## src/rtl/problem_sequencer.sv

```systemverilog
// Problem sequencer for the alarm puzzle: draws operands/op from an LFSR, drives the shared ALU,
// latches the expected result and grades player answers. Optional answer timeout: PROB_TIMEOUT_EN.
module problem_sequencer #(
  parameter logic [15:0] SEED           = 16'hACE1,
  parameter int          OPERAND_BITS   = 7,
  parameter logic [4:0]  OP_MASK        = 5'b11111,
  parameter int          TIMEOUT_CYCLES = 1000
) (
  input  logic       clk,
  input  logic       rst_n,
  input  logic       start,
  output logic [7:0] alu_operand1,
  output logic [7:0] alu_operand2,
  output logic [2:0] alu_operation,
  input  logic [7:0] alu_result,
  output logic       prob_valid,
  output logic       busy,
  input  logic       answer_valid,
  input  logic [7:0] answer,
  output logic       check_done,
  output logic       correct,
  output logic [3:0] wrong_cnt
);

  typedef enum logic [2:0] {
    S_IDLE,
    S_GEN,
    S_ISSUE,
    S_PRESENT,
    S_CHECK
  } state_t;

  localparam logic [15:0] LFSR_INIT = (SEED == 16'd0) ? 16'hACE1 : SEED;
  localparam logic [7:0]  OPND_MASK = 8'((9'd1 << OPERAND_BITS) - 9'd1);
  localparam logic [7:0]  OP_EN     = {3'b000, OP_MASK};

  state_t      state, state_nxt;
  logic [15:0] lfsr;
  logic [2:0]  rej_cnt;
  logic [7:0]  expected;

  logic [2:0]  cand_op;
  logic        cand_ok;
  logic        force_op;
  logic        gen_take;
  logic [2:0]  gen_op;
  logic [7:0]  gen_a;
  logic [7:0]  gen_b;

  function automatic logic [3:0] sat_inc(input logic [3:0] v);
    return (v == 4'd15) ? 4'd15 : v + 4'd1;
  endfunction

  function automatic logic [15:0] lfsr_step(input logic [15:0] v);
    return {v[14:0], v[15] ^ v[13] ^ v[12] ^ v[10]};
  endfunction

`ifdef PROB_TIMEOUT_EN
  logic [15:0] tmo_cnt;
  logic        tmo_hit;
  logic        tmo_q;

  assign tmo_hit = (state == S_PRESENT) && (tmo_cnt == 16'(TIMEOUT_CYCLES - 1));
`endif

  // Candidate problem from the current LFSR value
  always_comb begin
    cand_op  = lfsr[2:0];
    cand_ok  = (cand_op < 3'd5) && OP_EN[cand_op];
    force_op = (rej_cnt == 3'd7);
    gen_take = cand_ok || force_op;
    gen_op   = force_op ? 3'd0 : cand_op;
    gen_a    = lfsr[15:8] & OPND_MASK;
    gen_b    = lfsr[7:0] & OPND_MASK;
    case (gen_op)
      3'd1: begin
        if (gen_a < gen_b) begin
          gen_a = lfsr[7:0] & OPND_MASK;
          gen_b = lfsr[15:8] & OPND_MASK;
        end
      end
      3'd2: begin
        gen_a = gen_a & 8'h0F;
        gen_b = gen_b & 8'h0F;
      end
      3'd3, 3'd4: begin
        if (gen_b == 8'd0) gen_b = 8'd1;
      end
      default: ;
    endcase
  end

  always_comb begin
    state_nxt = state;
    case (state)
      S_IDLE:    if (start) state_nxt = S_GEN;
      S_GEN:     if (gen_take) state_nxt = S_ISSUE;
      S_ISSUE:   state_nxt = S_PRESENT;
      S_PRESENT: begin
        if (answer_valid) state_nxt = S_CHECK;
`ifdef PROB_TIMEOUT_EN
        else if (tmo_hit) state_nxt = S_CHECK;
`endif
        else if (start) state_nxt = S_GEN;
      end
      S_CHECK: begin
        if (correct) state_nxt = S_IDLE;
`ifdef PROB_TIMEOUT_EN
        else if (tmo_q) state_nxt = S_GEN;
`endif
        else state_nxt = S_PRESENT;
      end
      default:   state_nxt = S_IDLE;
    endcase
  end

  assign busy       = (state == S_GEN) || (state == S_ISSUE);
  assign prob_valid = (state == S_PRESENT) || (state == S_CHECK);
  assign check_done = (state == S_CHECK);

  always_ff @(posedge clk or negedge rst_n) begin
    if (!rst_n) begin
      state <= S_IDLE;
    end else begin
      state <= state_nxt;
    end
  end

  always_ff @(posedge clk or negedge rst_n) begin
    if (!rst_n) begin
      lfsr    <= LFSR_INIT;
      rej_cnt <= 3'd0;
    end else begin
      lfsr    <= lfsr_step(lfsr);
      rej_cnt <= ((state == S_GEN) && !gen_take) ? rej_cnt + 3'd1 : 3'd0;
    end
  end

  // Issue registers: held from acceptance through PRESENT so they double as the display
  always_ff @(posedge clk or negedge rst_n) begin
    if (!rst_n) begin
      alu_operand1  <= 8'd0;
      alu_operand2  <= 8'd0;
      alu_operation <= 3'd0;
      expected      <= 8'd0;
    end else begin
      if ((state == S_GEN) && gen_take) begin
        alu_operand1  <= gen_a;
        alu_operand2  <= gen_b;
        alu_operation <= gen_op;
      end
      if (state == S_ISSUE) expected <= alu_result;
    end
  end

  // Grading: results become visible together with check_done
  always_ff @(posedge clk or negedge rst_n) begin
    if (!rst_n) begin
      correct   <= 1'b0;
      wrong_cnt <= 4'd0;
    end else begin
      if ((state == S_IDLE) && start) begin
        correct   <= 1'b0;
        wrong_cnt <= 4'd0;
      end else if ((state == S_PRESENT) && answer_valid) begin
        correct <= (answer == expected);
        if (answer != expected) wrong_cnt <= sat_inc(wrong_cnt);
      end
`ifdef PROB_TIMEOUT_EN
      else if (tmo_hit) begin
        correct   <= 1'b0;
        wrong_cnt <= sat_inc(wrong_cnt);
      end
`endif
    end
  end

`ifdef PROB_TIMEOUT_EN
  always_ff @(posedge clk or negedge rst_n) begin
    if (!rst_n) begin
      tmo_cnt <= 16'd0;
      tmo_q   <= 1'b0;
    end else begin
      tmo_cnt <= (state == S_PRESENT) ? tmo_cnt + 16'd1 : 16'd0;
      tmo_q   <= tmo_hit && !answer_valid;
    end
  end
`endif

endmodule
```

## config.mk

```make
export PLATFORM = sky130hd
export DESIGN_NAME = problem_sequencer
export DESIGN_NICKNAME = d
export VERILOG_FILES = /design/src/rtl/problem_sequencer.sv
export SDC_FILE = /design/constraint.sdc
export NUM_CORES = 1
export LEC_CHECK = 0
export CORE_AREA = 4 4 87 89
export CTS_BUF_LIST = sky130_fd_sc_hd__clkbuf_2 sky130_fd_sc_hd__clkbuf_4 sky130_fd_sc_hd__clkbuf_8
export DETAILED_ROUTE_END_ITERATION = 12
export DIE_AREA = 0 0 91 93
export PLACE_DENSITY = 0.7
export SLEW_MARGIN = 5
export SYNTH_ARGS = -nofsm -noshare
export SYNTH_HDL_FRONTEND = slang
export SYNTH_SLANG_ARGS = --single-unit
```

## constraint.sdc

```tcl
create_clock -name clk -period 2 [get_ports clk]
set_clock_uncertainty 0.2 [all_clocks]
set_input_delay 0.2 -clock clk [delete_from_list [all_inputs] [get_ports clk]]
set_output_delay 0.2 -clock clk [all_outputs]
set_load 0.01 [all_outputs]
```

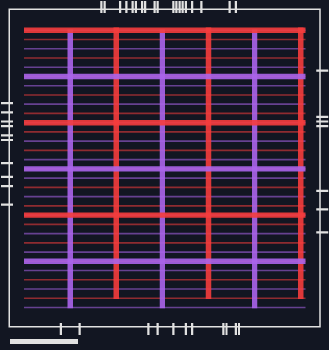
(floorplan with the power grid)
Bar = 20 µm. Pins as bars on the die edge.
[VDD] red
[VSS] purple
met4 straps: 6
met1 rails: 31
met5 straps: 6
rows: 30
signal pins: 47
core region area: 6760 µm²
Max IR drop VDD: 0.428 mV
vertical die size: 93 µm
Die X: 91 µm

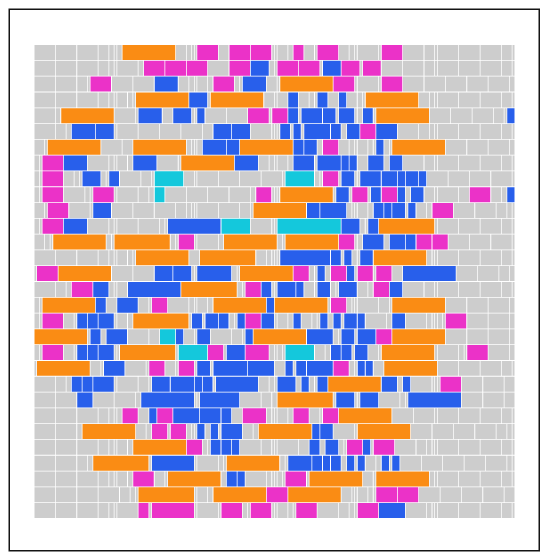
(cells colored by class)
Fill, decap, tap and diode cells in gray.
[all other logic] blue | cells: 173 | share of their area: 38%
[clock drivers and dummy loads] cyan | cells: 8 | share of their area: 3.2%
[other buffers and delay cells] magenta | cells: 81 | share of their area: 21%
[flip-flops] orange | cells: 52 | share of their area: 38%
Layout Cell Area excl Fill: 3560 µm²
sequential fraction of total cell area: 0.369
Cell Rows: 30
Finished Core Util: 0.527

==> flow_summary_export.csv <==
group,metric,value,unit
clocking,cts.reportedPaths.clkPinSlew,0.10,ns
sta,fin_tns_setup,-0.314,ns
outcome,violations,"negative setup slack",
sta,finalSetupViolations,8,
placement,dpl.hpwl,4340,µm
final_layout,final_layout_top_logic_cell,"dfrtp_1",
synth,synth_instances,236,
final_layout,area.sequential,1310,µm²
clocking,cts_made_buffers,5,
worst_setup_path,r2r_slack,-0.09,ns
sta,rsz0062_at_grt,"true",
global_routing,grt_busiest_layer,"met2",
worst_setup_path,r2r-start,"lfsr[5]",
synth,avg_cell_area_syn,10.8,µm²
synth,yosys_register_bits,52,
synth,synth.mux.area_fraction,0.0673,
final_layout,design.final.nets,342,
synth,ys.flop_type,"dfrtp_1",
worst_setup_path,worst_path_most_repeated_cell,"a211oi_4",
worst_setup_path,crit-reg2reg-capture,"alu_operand2[2]",
power,maxPowerGroup,"sequential cells",
synth,synth_area_leader,"dfrtp_1",
placement,dp_slack,-0.192,ns
clocking,cts_buffer_depth,2,
job,max_cap_violations,0,
worst_setup_path,setup.worst_path.class,"reg2reg",
route,met3_length,171,µm
power,pwr_density_cell,970,nW/µm²
outcome,status,"finished, violations left",
route,wl_met2,3080,µm
placement,post_dp_cell_area,3300,µm²
route,routed.top_layer,"met4",
sta,maxSlewViolCount,0,
final_layout,fillCellCount,632,
synth,ranking_of_synthesized_cells_by_instance_count,"44 x dfrtp_1, 18 x nand2_1, 15 x a21oi_1, 15 x nor2_1, 13 x o21ai_0",
power,power.internal,2.33,mW
die,pre_place_util,0.377,
worst_setup_path,worstPathCellList,"inv_2 > ha_4 > a211oi_4 > o21bai_4 > a211oi_4 > buf_6 > nand2_2 > a31oi_2",
route,firstDrtPassIters,4,
final_layout,clock_tree_area_fraction,0.0313,
sta,setup_slack,-0.0854,ns
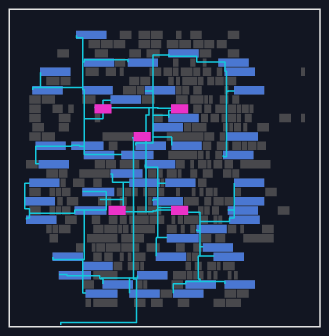
(clock network drawn from the DEF)
[cells driving clock nets] magenta | count: 5
[clock wires] cyan | length: 642 µm
[flip-flops] blue | count: 52
routed clock nets: 6
flops lie: widely spread
part of the total power dissipated in the clock network: 0.211
Clk power: 0.727 mW
insertion delay at the late pin of the worst-skew pair: 0.30 ns

Power figures rest on the tool's default switching activity, not on a simulated workload.
